## config.mk

```make
export PLATFORM = sky130hd
export DESIGN_NAME = n3_coef_loader
export DESIGN_NICKNAME = d
export VERILOG_FILES = /design/src/rtl/n3_coef_loader.sv
export SDC_FILE = /design/constraint.sdc
export NUM_CORES = 1
export LEC_CHECK = 0
export CAP_MARGIN = 40
export CORE_AREA = 5 5 87 57
export DETAILED_ROUTE_END_ITERATION = 10
export DIE_AREA = 0 0 92 62
export PLACE_DENSITY = 0.78
export SYNTH_ARGS = -nofsm -noshare
export SYNTH_HDL_FRONTEND = slang
export SYNTH_SLANG_ARGS = --single-unit
```

## constraint.sdc

```tcl
create_clock -name clk -period 2.1 [get_ports clk]
set_clock_uncertainty 0.1 [all_clocks]
set_input_delay 0.21 -clock clk [delete_from_list [all_inputs] [get_ports clk]]
set_output_delay 0.21 -clock clk [all_outputs]
set_load 0.02 [all_outputs]
```

## src/rtl/n3_coef_loader.sv

```systemverilog
// ---------------------------------------------------------------------------
// n3_coef_loader
//
// Streams a sigmoid coefficient table into a RAM. Each segment takes two
// words from the input stream (Ai then Bi) and writes them as one RAM word
// {Ai, Bi} at the segment index. Segments are written at addresses
// 0..NUM_SEG-1 in order. NUM_SEG must not exceed 2**ADDR_WIDTH.
//
// Optional feature: define N3_COEF_CKSUM_EN to expect one extra checksum
// word after the table. That word must equal the XOR of all 2*NUM_SEG data
// words. On a mismatch o_err pulses together with o_done. Without the macro
// no checksum word is read and o_err is always 0.
//
// Ports
//   clk          rising-edge clock
//   rst          asynchronous active-high reset
//   i_start      start a table load (only honoured while idle)
//   i_data       coefficient stream word
//   i_valid      i_data valid this cycle
//   o_ready      loader accepts i_data this cycle
//   o_coef       RAM write data {Ai, Bi}
//   o_coef_addr  RAM write address (segment index)
//   o_load_coef  RAM write strobe, one cycle per segment
//   o_busy       load in progress (through the o_done cycle)
//   o_done       one-cycle table-complete pulse
//   o_err        one-cycle checksum-mismatch pulse, coincident with o_done
// ---------------------------------------------------------------------------
module n3_coef_loader #(
   parameter int BIT_WIDTH  = 16,
   parameter int NUM_SEG    = 16,
   parameter int ADDR_WIDTH = 4
) (
   input  logic                   clk,
   input  logic                   rst,
   input  logic                   i_start,
   input  logic [BIT_WIDTH-1:0]   i_data,
   input  logic                   i_valid,
   output logic                   o_ready,
   output logic [2*BIT_WIDTH-1:0] o_coef,
   output logic [ADDR_WIDTH-1:0]  o_coef_addr,
   output logic                   o_load_coef,
   output logic                   o_busy,
   output logic                   o_done,
   output logic                   o_err
);

`ifdef N3_COEF_CKSUM_EN
   typedef enum logic [2:0] {IDLE, GET_A, GET_B, WRITE, CHECK, DONE} state_t;
`else
   typedef enum logic [2:0] {IDLE, GET_A, GET_B, WRITE, DONE} state_t;
`endif

   localparam logic [ADDR_WIDTH-1:0] LAST_SEG = ADDR_WIDTH'(NUM_SEG - 1);

   state_t                state_q, state_d;
   logic [ADDR_WIDTH-1:0] cnt_q, cnt_d;
   logic [BIT_WIDTH-1:0]  a_q, a_d;
   logic [BIT_WIDTH-1:0]  b_q, b_d;
   logic                  xfer;

   // The outputs are decoded only from registered state and data. They are
   // therefore glitch-free, and they drop to 0 as soon as rst is asserted.
`ifdef N3_COEF_CKSUM_EN
   assign o_ready = (state_q == GET_A) || (state_q == GET_B) || (state_q == CHECK);
`else
   assign o_ready = (state_q == GET_A) || (state_q == GET_B);
`endif
   assign xfer        = i_valid && o_ready;
   assign o_load_coef = (state_q == WRITE);
   assign o_coef      = {a_q, b_q};
   assign o_coef_addr = cnt_q;
   assign o_busy      = (state_q != IDLE);
   assign o_done      = (state_q == DONE);

   always_comb begin
      state_d = state_q;
      cnt_d   = cnt_q;
      a_d     = a_q;
      b_d     = b_q;
      case (state_q)
         IDLE: begin
            if (i_start) begin
               state_d = GET_A;
               cnt_d   = '0;
            end
         end
         GET_A: begin
            if (xfer) begin
               a_d     = i_data;
               state_d = GET_B;
            end
         end
         GET_B: begin
            if (xfer) begin
               b_d     = i_data;
               state_d = WRITE;
            end
         end
         WRITE: begin
            // The counter stops at the last segment. It never wraps inside a
            // load, so addresses are always strictly ascending.
            if (cnt_q != LAST_SEG) begin
               cnt_d   = cnt_q + ADDR_WIDTH'(1);
               state_d = GET_A;
            end else begin
`ifdef N3_COEF_CKSUM_EN
               state_d = CHECK;
`else
               state_d = DONE;
`endif
            end
         end
`ifdef N3_COEF_CKSUM_EN
         CHECK: begin
            if (xfer) begin
               state_d = DONE;
            end
         end
`endif
         DONE: begin
            // i_start is deliberately ignored here. A new load starts only
            // after the FSM has returned to IDLE.
            state_d = IDLE;
         end
         default: begin
            state_d = IDLE;
         end
      endcase
   end

   always_ff @(posedge clk or posedge rst) begin
      if (rst) begin
         state_q <= IDLE;
         cnt_q   <= '0;
         a_q     <= '0;
         b_q     <= '0;
      end else begin
         state_q <= state_d;
         cnt_q   <= cnt_d;
         a_q     <= a_d;
         b_q     <= b_d;
      end
   end

`ifdef N3_COEF_CKSUM_EN
   logic [BIT_WIDTH-1:0] xor_q, xor_d;
   logic                 err_q, err_d;

   // The running XOR covers data words only; the checksum word itself is
   // excluded. err_q holds the verdict from CHECK until the DONE cycle.
   always_comb begin
      xor_d = xor_q;
      err_d = err_q;
      if (state_q == IDLE && i_start) begin
         xor_d = '0;
         err_d = 1'b0;
      end else if (xfer && (state_q == GET_A || state_q == GET_B)) begin
         xor_d = xor_q ^ i_data;
      end else if (xfer && state_q == CHECK) begin
         err_d = (i_data != xor_q);
      end
   end

   always_ff @(posedge clk or posedge rst) begin
      if (rst) begin
         xor_q <= '0;
         err_q <= 1'b0;
      end else begin
         xor_q <= xor_d;
         err_q <= err_d;
      end
   end

   assign o_err = o_done && err_q;
`else
   assign o_err = 1'b0;
`endif

endmodule

```

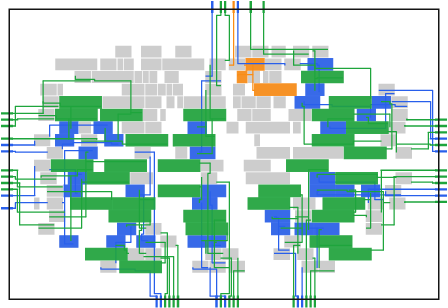
(run_1/io_fan.png)
o_coef -> green  # bits 32, direction output, edge 12 south, 8 west, 8 east, 4 north, end cells 32, buffers 32, wire 1030 um
i_data -> blue  # bits 16, direction input, edge 6 south, 4 west, 4 east, 2 north, end cells 32, buffers 16, wire 516 um
i_valid -> orange  # bits 1, direction input, edge north, end cells 3, buffers 1, wire 22.2 um
count of input and output buffers: 59
number of I/O pins: 61

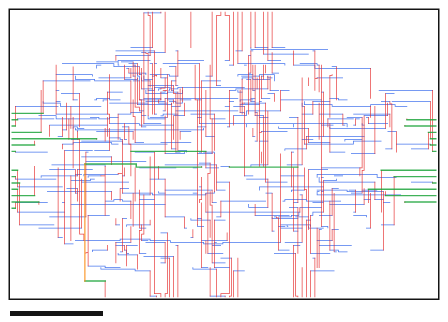
(run_1/wires.png)
Scale bar: 20 um.
metal 3 -> green  # wire length 186 um
metal 2 -> red  # wire length 1830 um
metal 4 -> orange  # wire length 25.2 um
metal 1 -> blue  # wire length 1650 um

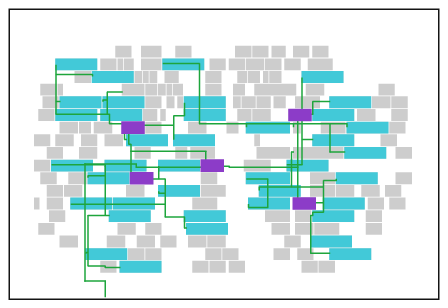
(run_1/clk_routes.png)
flip-flops -> cyan  # count 39
clock drivers -> purple  # count 5
clock wires -> green  # length 458 um
routed clock nets = 6
power in the clock group: 633 uW
clock network power share: 0.154
Skew-Pair Late Insertion Delay: 280 ps

==> results.txt, run 1 <==
Notes on the physical design

The flow ran to the end, and the final reports show no timing, DRC or antenna violations. Per the detail_route report, DRC violations left total 0. The critical path depth in cells is 2. The synthesis run shows the most used standard cells to be sky130_fd_sc_hd__dfrtp_1, sky130_fd_sc_hd__mux2_2, sky130_fd_sc_hd__mux2_4, sky130_fd_sc_hd__buf_6. The share of layout cells above drive strength 1 is 0.280. Per the synth log, the flip-flop and latch total comes to 39. Of the total synthesized cell area, the portion taken by full adders, half adders and majority gates is 0.00736.

The total vias in the final route is 1105. The met1 usage is 0.170. The setup path with the least slack is of type reg2out.

The post-route report lists met1 wire length as 1.65 mm. Per the layout report, the design carries 3 non-clock inverters. The logic gate fraction of the total cell area is 0.259.

For this run, the number of standard cells in the final layout without fillers is 225. The area fraction of clock buffers and clock inverters is 0.0483. Summing all non-filler instances in the final layout gives an area of 2440 um^2. The clock period minus final worst setup slack is 1940 ps.

The detailed router used layers up to and including met4. The script reports the combined buffer and inverter count of the critical path as 1. The slowest cell on the critical path is sky130_fd_sc_hd__clkdlybuf4s50_1. Per the post-synthesis stats, the area per cell is 15.3 um^2. The timing report gives the biggest stage delay along the critical path as 640 ps.

The multi-input logic area is 632 um^2. The most common cell in the netlist is sky130_fd_sc_hd__dfrtp_1. The maximum number of pins on one net before global-route repair is 40. The cell-mix breakdown from Yosys lists the compound-gate area share as 0.0353. STA lists the startpoint of the worst register-to-register path as state_q[2].

The met2 wire length is 1.83 mm. The number of levels the H-tree was split into is 2. After layout, the worst setup slack is 157 ps. The multiplexer fraction of the synthesized cell area is 0.247. The via count normalized by instance count is 4.91. Measured on the final layout, buffering overhead outside the clock network stands at 0.260. Once detail routing completed, the nets flagged for antenna violations numbered 0.

The tool flagged a number of max-cap violations equal to 0. The number of synthesis warnings is 0.
==> run_1/placement.png <==
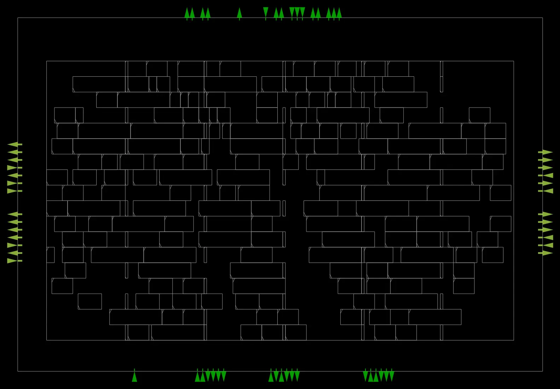

## Run 2: what changed since run 1
- GPL_TIMING_DRIVEN: default -> 0
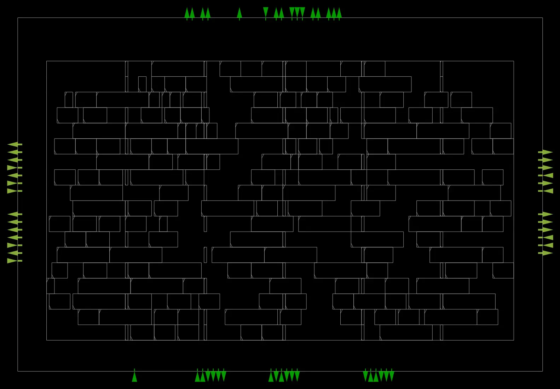
(run_2/placement.png)
n_taps: 50
filler instances: 313

==> results.txt, run 2 <==
Notes on the physical design

The worst endpoint required time is 1790 ps. The met1 wire length is 1.62 mm (-2.0%). The non-clock buffering overhead in the final layout is 0.273 (+0.0123).

The area fraction of clock buffers and clock inverters is 0.0409 (-0.00742). The mean instance size in the synthesized netlist is 15.3 um^2 (unchanged). The longest individual stage delay on the worst path is 620 ps (-20 ps).

The met2 wire length was 1.88 mm (+2.6%). The maximum number of pins on one net before global-route repair came to 40 (unchanged). The setup slack after layout is 151 ps (-6.03 ps).

The logic gate fraction of the total cell area is 0.258 (-0.00146). The clock network power was 550 uW (-13%). The number of synthesis warnings is 0 (unchanged).

The buffer and inverter count on the worst path is 2 (+1). The type of the worst setup path is reg2out. The share of layout cells above drive strength 1 is 0.281 (+0.000899). The max capacitance violation total is 0 (unchanged). The beginning of the worst register-to-register path is state_q[1]. The count of input and output buffers is 59 (unchanged).

The number of levels the H-tree was split into is 2 (unchanged). The non-clock inverter instance count of the final layout is 3 (unchanged). The most common cell in the netlist is sky130_fd_sc_hd__dfrtp_1.

The flop and latch count out of synthesis is 39 (unchanged). The multi-input logic area is 632 um^2 (unchanged). The met1 usage was 0.164 (-0.00597). Ranked by instance count, the synthesized netlist is headed by sky130_fd_sc_hd__dfrtp_1, sky130_fd_sc_hd__mux2_2, sky130_fd_sc_hd__mux2_4, sky130_fd_sc_hd__buf_6.

The total non-filler cell area in the finished layout is 2450 um^2 (+0.56%). The insertion delay at the late pin of the worst-skew pair is 280 ps (about the same). The final instance count without filler cells is 228 (+1.3%). The via count normalized by instance count is 4.87 (-0.78%). The synthesized-area fraction occupied by ao, oa, aoi and oai cells was 0.0353 (unchanged).

The multiplexer fraction of the synthesized cell area is 0.247 (unchanged). The critical path depth in cells is 4 (+2). The flow ran to the end, and the final reports show no timing, DRC or antenna violations.

The clock period minus final worst setup slack is 1950 ps (+6.03 ps). The number of remaining DRC errors is 0 (unchanged). The adder and majority cell fraction of the synthesized area came to 0.00736 (unchanged). The number of I/O pins was 61 (unchanged).
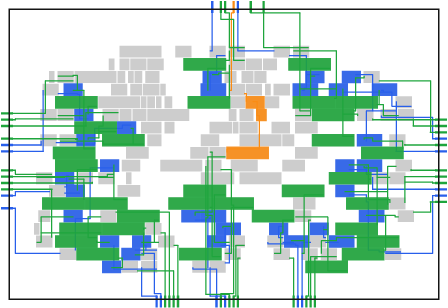
(run_2/io_fan.png)
i_data -> blue  # bits 16, direction input, edge 6 south, 4 west, 4 east, 2 north, end cells 32, buffers 16, wire 455 um
o_coef -> green  # bits 32, direction output, edge 12 south, 8 west, 8 east, 4 north, end cells 32, buffers 32, wire 1010 um
i_valid -> orange  # bits 1, direction input, edge north, end cells 3, buffers 1, wire 39.1 um

No activity file was given, so power comes from the tool's default toggle rates.
